**src/rtl/acc_pkg.sv**
```systemverilog
// Shared accelerator constants and types.
// Used by the conv address generator and acc_top.
package acc_pkg;

  localparam int ADDR_W     = 13;
  localparam int SRAM_DEPTH = 1 << ADDR_W;
  localparam int KERNEL     = 3;

  localparam int CTRL_START  = 0;
  localparam int CTRL_ABORT  = 1;
  localparam int CTRL_W_LSB  = 8;
  localparam int CTRL_H_LSB  = 16;
  localparam int CTRL_CW_LSB = 24;

  typedef enum logic [1:0] {
    S_IDLE,
    S_RUN,
    S_DRAIN,
    S_DONE
  } state_t;

  // W*CW via shift-and-add over the 4 CW bits.
  function automatic logic [ADDR_W-1:0] row_stride(
    input logic [7:0] w,
    input logic [3:0] cw
  );
    logic [ADDR_W-1:0] acc;
    logic [ADDR_W-1:0] ws;
    acc = '0;
    ws  = ADDR_W'(w);
    for (int i = 0; i < 4; i++) begin
      if (cw[i]) acc = acc + (ws << i);
    end
    return acc;
  endfunction

endpackage

```
**src/rtl/conv_addr_gen_if.sv**
```systemverilog
// Control, config and SRAM/MAC strobe bundle
// of the conv address generator.
interface conv_addr_gen_if;
  import acc_pkg::*;

  logic              start;
  logic              abort;
  logic              hold;
  logic [7:0]        cfg_w;
  logic [7:0]        cfg_h;
  logic [3:0]        cfg_cw;
  logic [ADDR_W-1:0] cfg_ifm_base;
  logic [ADDR_W-1:0] cfg_wht_base;
  logic [ADDR_W-1:0] cfg_res_base;
  logic              ifm_cs;
  logic              wht_cs;
  logic [ADDR_W-1:0] ifm_addr;
  logic [ADDR_W-1:0] wht_addr;
  logic              mac_valid;
  logic              mac_first;
  logic              mac_last;
  logic              res_we;
  logic [ADDR_W-1:0] res_addr;
  logic              busy;
  logic              done;
  logic              err;

  modport master (
    input  start, abort, hold,
    input  cfg_w, cfg_h, cfg_cw,
    input  cfg_ifm_base, cfg_wht_base,
    input  cfg_res_base,
    output ifm_cs, wht_cs,
    output ifm_addr, wht_addr,
    output mac_valid, mac_first, mac_last,
    output res_we, res_addr,
    output busy, done, err
  );

  modport slave (
    output start, abort, hold,
    output cfg_w, cfg_h, cfg_cw,
    output cfg_ifm_base, cfg_wht_base,
    output cfg_res_base,
    input  ifm_cs, wht_cs,
    input  ifm_addr, wht_addr,
    input  mac_valid, mac_first, mac_last,
    input  res_we, res_addr,
    input  busy, done, err
  );

endinterface

```
**src/rtl/tap_delay_line.sv**
```systemverilog
// Fixed-depth valid+data shift register
// with synchronous clear.
module tap_delay_line #(
  parameter int DEPTH = 1,
  parameter int WIDTH = 1
) (
  input  logic             clk,
  input  logic             rst_n,
  input  logic             clr,
  input  logic             in_valid,
  input  logic [WIDTH-1:0] in_data,
  output logic             out_valid,
  output logic [WIDTH-1:0] out_data
);

  logic [DEPTH-1:0] v;
  logic [WIDTH-1:0] d [DEPTH];

  // Shift; data is zeroed in empty slots.
  always_ff @(posedge clk or negedge rst_n) begin
    if (!rst_n) begin
      v <= '0;
      for (int i = 0; i < DEPTH; i++) d[i] <= '0;
    end else if (clr) begin
      v <= '0;
      for (int i = 0; i < DEPTH; i++) d[i] <= '0;
    end else begin
      v[0] <= in_valid;
      d[0] <= in_valid ? in_data : '0;
      for (int i = 1; i < DEPTH; i++) begin
        v[i] <= v[i-1];
        d[i] <= d[i-1];
      end
    end
  end

  assign out_valid = v[DEPTH-1];
  assign out_data  = d[DEPTH-1];

endmodule

```
**src/rtl/conv_addr_gen.sv**
```systemverilog
// 3x3 stride-1 conv sequencer: walks IFM and
// weight SRAMs one tap per cycle.
module conv_addr_gen #(
  parameter int MAC_LAT = 2
) (
  input logic             clk,
  input logic             rst_n,
  conv_addr_gen_if.master bus
);
  import acc_pkg::*;

  localparam int DW = $clog2(MAC_LAT + 1) + 1;
  localparam logic [1:0] KL = 2'(KERNEL - 1);

  state_t            state;
  logic              err_q;
  logic [7:0]        wm3, hm3, ox, oy;
  logic [3:0]        cwm1, c;
  logic [1:0]        kx, ky;
  logic [ADDR_W-1:0] stride, cwa, wbase;
  logic [ADDR_W-1:0] ifm, wht, krow, pix, prow;
  logic [ADDR_W-1:0] raddr;
  logic [DW-1:0]     dcnt;
  logic              issue, bad_cfg;
  logic              tap_first, pix_last, all_last;
  logic [1:0]        mac_flags;

  assign issue = (state == S_RUN) && !bus.hold;
  assign bad_cfg = (bus.cfg_w < 8'd3)
                || (bus.cfg_h < 8'd3)
                || (bus.cfg_cw == 4'd0);
  assign tap_first = (c == 4'd0) && (kx == 2'd0)
                  && (ky == 2'd0);
  assign pix_last = (c == cwm1) && (kx == KL)
                 && (ky == KL);
  assign all_last = pix_last && (ox == wm3)
                 && (oy == hm3);

  assign bus.ifm_cs   = issue;
  assign bus.wht_cs   = issue;
  assign bus.ifm_addr = ifm;
  assign bus.wht_addr = wht;
  assign bus.busy = (state == S_RUN)
                 || (state == S_DRAIN);
  assign bus.done = (state == S_DONE);
  assign bus.err  = err_q;

  // Sequencer FSM and tap loop counters.
  always_ff @(posedge clk or negedge rst_n) begin
    if (!rst_n) begin
      state <= S_IDLE;
      err_q <= 1'b0;
      wm3 <= '0; hm3 <= '0; cwm1 <= '0;
      ox <= '0; oy <= '0; c <= '0;
      kx <= '0; ky <= '0;
      stride <= '0; cwa <= '0; wbase <= '0;
      ifm <= '0; wht <= '0; krow <= '0;
      pix <= '0; prow <= '0; raddr <= '0;
      dcnt <= '0;
    end else if (bus.abort) begin
      state <= S_IDLE;
    end else begin
      unique case (state)
        S_IDLE: if (bus.start) begin
          err_q <= bad_cfg;
          if (bad_cfg) begin
            state <= S_DONE;
          end else begin
            state  <= S_RUN;
            wm3    <= bus.cfg_w - 8'd3;
            hm3    <= bus.cfg_h - 8'd3;
            cwm1   <= bus.cfg_cw - 4'd1;
            cwa    <= ADDR_W'(bus.cfg_cw);
            stride <= row_stride(bus.cfg_w,
                                 bus.cfg_cw);
            wbase  <= bus.cfg_wht_base;
            ox <= '0; oy <= '0; c <= '0;
            kx <= '0; ky <= '0;
            ifm  <= bus.cfg_ifm_base;
            krow <= bus.cfg_ifm_base;
            pix  <= bus.cfg_ifm_base;
            prow <= bus.cfg_ifm_base;
            wht  <= bus.cfg_wht_base;
            raddr <= bus.cfg_res_base;
          end
        end
        S_RUN: if (issue) begin
          if (all_last) begin
            state <= S_DRAIN;
            dcnt  <= '0;
          end else if (c != cwm1) begin
            c   <= c + 4'd1;
            ifm <= ifm + 1'b1;
            wht <= wht + 1'b1;
          end else if (kx != KL) begin
            c   <= '0;
            kx  <= kx + 2'd1;
            ifm <= ifm + 1'b1;
            wht <= wht + 1'b1;
          end else if (ky != KL) begin
            c    <= '0;
            kx   <= '0;
            ky   <= ky + 2'd1;
            ifm  <= krow + stride;
            krow <= krow + stride;
            wht  <= wht + 1'b1;
          end else begin
            c <= '0; kx <= '0; ky <= '0;
            wht   <= wbase;
            raddr <= raddr + 1'b1;
            if (ox != wm3) begin
              ox   <= ox + 8'd1;
              ifm  <= pix + cwa;
              krow <= pix + cwa;
              pix  <= pix + cwa;
            end else begin
              ox   <= '0;
              oy   <= oy + 8'd1;
              ifm  <= prow + stride;
              krow <= prow + stride;
              pix  <= prow + stride;
              prow <= prow + stride;
            end
          end
        end
        S_DRAIN: begin
          if (dcnt == DW'(MAC_LAT)) state <= S_DONE;
          else dcnt <= dcnt + DW'(1);
        end
        S_DONE: state <= S_IDLE;
      endcase
    end
  end

  tap_delay_line #(
    .DEPTH(1),
    .WIDTH(2)
  ) u_mac_dly (
    .clk      (clk),
    .rst_n    (rst_n),
    .clr      (bus.abort),
    .in_valid (issue),
    .in_data  ({tap_first, pix_last}),
    .out_valid(bus.mac_valid),
    .out_data (mac_flags)
  );

  assign bus.mac_first = mac_flags[1];
  assign bus.mac_last  = mac_flags[0];

  tap_delay_line #(
    .DEPTH(1 + MAC_LAT),
    .WIDTH(ADDR_W)
  ) u_res_dly (
    .clk      (clk),
    .rst_n    (rst_n),
    .clr      (bus.abort),
    .in_valid (issue && pix_last),
    .in_data  (raddr),
    .out_valid(bus.res_we),
    .out_data (bus.res_addr)
  );

endmodule

```
**src/flat_wrapper.sv**
```systemverilog
// flat-port wrapper written by rule: the top's interface ports become plain ports
module conv_addr_gen_flat import acc_pkg::*;
#(
  parameter int MAC_LAT = 2
)
  (clk, rst_n, bus_start, bus_abort, bus_hold, bus_cfg_w, bus_cfg_h, bus_cfg_cw, bus_cfg_ifm_base, bus_cfg_wht_base, bus_cfg_res_base, bus_ifm_cs, bus_wht_cs, bus_ifm_addr, bus_wht_addr, bus_mac_valid, bus_mac_first, bus_mac_last, bus_res_we, bus_res_addr, bus_busy, bus_done, bus_err);
  conv_addr_gen_if bus_i ();
  input logic clk;
  input logic rst_n;
  input wire logic [$bits(bus_i.start)-1:0] bus_start;
  input wire logic [$bits(bus_i.abort)-1:0] bus_abort;
  input wire logic [$bits(bus_i.hold)-1:0] bus_hold;
  input wire logic [$bits(bus_i.cfg_w)-1:0] bus_cfg_w;
  input wire logic [$bits(bus_i.cfg_h)-1:0] bus_cfg_h;
  input wire logic [$bits(bus_i.cfg_cw)-1:0] bus_cfg_cw;
  input wire logic [$bits(bus_i.cfg_ifm_base)-1:0] bus_cfg_ifm_base;
  input wire logic [$bits(bus_i.cfg_wht_base)-1:0] bus_cfg_wht_base;
  input wire logic [$bits(bus_i.cfg_res_base)-1:0] bus_cfg_res_base;
  output wire logic [$bits(bus_i.ifm_cs)-1:0] bus_ifm_cs;
  output wire logic [$bits(bus_i.wht_cs)-1:0] bus_wht_cs;
  output wire logic [$bits(bus_i.ifm_addr)-1:0] bus_ifm_addr;
  output wire logic [$bits(bus_i.wht_addr)-1:0] bus_wht_addr;
  output wire logic [$bits(bus_i.mac_valid)-1:0] bus_mac_valid;
  output wire logic [$bits(bus_i.mac_first)-1:0] bus_mac_first;
  output wire logic [$bits(bus_i.mac_last)-1:0] bus_mac_last;
  output wire logic [$bits(bus_i.res_we)-1:0] bus_res_we;
  output wire logic [$bits(bus_i.res_addr)-1:0] bus_res_addr;
  output wire logic [$bits(bus_i.busy)-1:0] bus_busy;
  output wire logic [$bits(bus_i.done)-1:0] bus_done;
  output wire logic [$bits(bus_i.err)-1:0] bus_err;
  assign bus_i.start = bus_start;
  assign bus_i.abort = bus_abort;
  assign bus_i.hold = bus_hold;
  assign bus_i.cfg_w = bus_cfg_w;
  assign bus_i.cfg_h = bus_cfg_h;
  assign bus_i.cfg_cw = bus_cfg_cw;
  assign bus_i.cfg_ifm_base = bus_cfg_ifm_base;
  assign bus_i.cfg_wht_base = bus_cfg_wht_base;
  assign bus_i.cfg_res_base = bus_cfg_res_base;
  assign bus_ifm_cs = bus_i.ifm_cs;
  assign bus_wht_cs = bus_i.wht_cs;
  assign bus_ifm_addr = bus_i.ifm_addr;
  assign bus_wht_addr = bus_i.wht_addr;
  assign bus_mac_valid = bus_i.mac_valid;
  assign bus_mac_first = bus_i.mac_first;
  assign bus_mac_last = bus_i.mac_last;
  assign bus_res_we = bus_i.res_we;
  assign bus_res_addr = bus_i.res_addr;
  assign bus_busy = bus_i.busy;
  assign bus_done = bus_i.done;
  assign bus_err = bus_i.err;
  conv_addr_gen #(.MAC_LAT(MAC_LAT)) u_core (.clk(clk), .rst_n(rst_n), .bus(bus_i));
endmodule
```
**config.mk**
```make
export PLATFORM = sky130hd
export DESIGN_NAME = conv_addr_gen_flat
export DESIGN_NICKNAME = d
export VERILOG_FILES = /design/src/rtl/acc_pkg.sv /design/src/rtl/conv_addr_gen_if.sv /design/src/rtl/tap_delay_line.sv /design/src/rtl/conv_addr_gen.sv /design/src/flat_wrapper.sv
export SDC_FILE = /design/constraint.sdc
export NUM_CORES = 1
export LEC_CHECK = 0
export CORE_ASPECT_RATIO = 0.8
export CORE_UTILIZATION = 59
export CTS_BUF_LIST = sky130_fd_sc_hd__clkbuf_16
export CTS_CLUSTER_DIAMETER = 150
export DETAILED_ROUTE_END_ITERATION = 10
export PLACE_DENSITY = 0.81
export SYNTH_ARGS = -nofsm -noshare
export SYNTH_HDL_FRONTEND = slang
export SYNTH_SLANG_ARGS = --single-unit
```
**constraint.sdc**
```tcl
create_clock -name clk -period 3 [get_ports clk]
set_clock_uncertainty 0.15 [all_clocks]
set_input_delay 0.6 -clock clk [delete_from_list [all_inputs] [get_ports clk]]
set_output_delay 0.6 -clock clk [all_outputs]
set_load 0.005 [all_outputs]
```
Figure 1. Signal wires on met1.
Supply wires on this layer in gray.
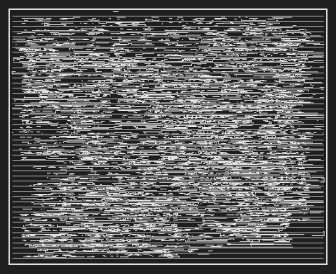
1697 nets have wire on it. The layer holds 43% of the routed length. The wires run mostly horizontal.
vias: 12.30k
met1 Track Usage GR: 0.4660
final wirelength: 38500 µm

Figure 2. M2 wires.
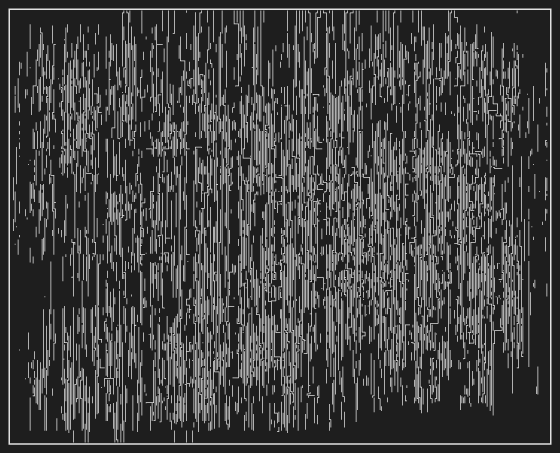
1598 nets have wire on it. The layer carries 17600 µm of wire. The layer holds 46% of the routed length. The longest straight run is 51.2 µm. The wires run mostly vertical.

==> impl_metrics.tcl <==
# place-and-route summary
set metrics [dict create \
    place.port_buffers 111 \
    dieArea_mm2 0.02233 \
    path_clk_slew_ns 0.06 \
    warning_count 38 \
    status "finished with violations" \
    post_cts_buffers 8 \
    ir_worst_vdd_v 0.0006462 \
    io_pins 112 \
    path_buffers 7 \
    min_path_cells 1 \
    ys_warn_count 0 \
    hold_viol 0 \
    nClkBuffers 22 \
    chipHeight_um 133.9 \
    setup_violations 9 \
    rsz0062_at_grt "true" \
    setup_slack_ns -1.304 \
    ys_sh_simple 0.2071 \
    xor_share 0.06626 \
    clock-sinks 201 \
    seqCellArea_mm2 0.005031 \
    syn-cell-area_mm2 0.01282 \
    violations "negative setup slack" \
    drv_slew 0 \
    syn_inst 1449 \
    ctsResizeCount 49 \
    p_comb_mw 8.76 \
    area_delta_synth_final_pct 30.06 \
    core_mm2 0.02099 \
    post-route-util 0.7944 \
    critical-path-top-delay-family "AND-OR/OR-AND gates" \
    top_layer "met4" \
    synthMostInstantiatedCell "nand2_1" \
    post-route-period-util 1.435 \
    comb_power_share 0.551 \
]
Figure 3. Signal wires on met3.
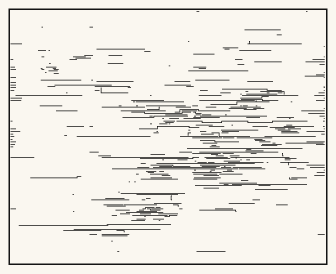
235 nets have wire on it. The wires run mostly horizontal. The layer carries 3230 µm of wire. The layer holds 8.4% of the routed length. The longest straight run is 66.2 µm.
met3 Use GR: 0.05488

Figure 4. Met4 routing.
Scale bar: 50 µm. Supply wires on this layer in gray. Cells faint in the background.
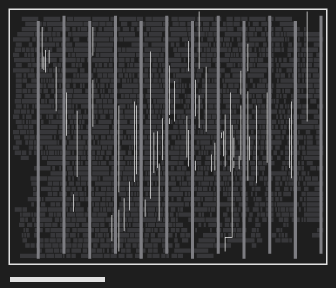
The layer carries 1270 µm of wire. The wires run mostly vertical. The layer holds 3.3% of the routed length.

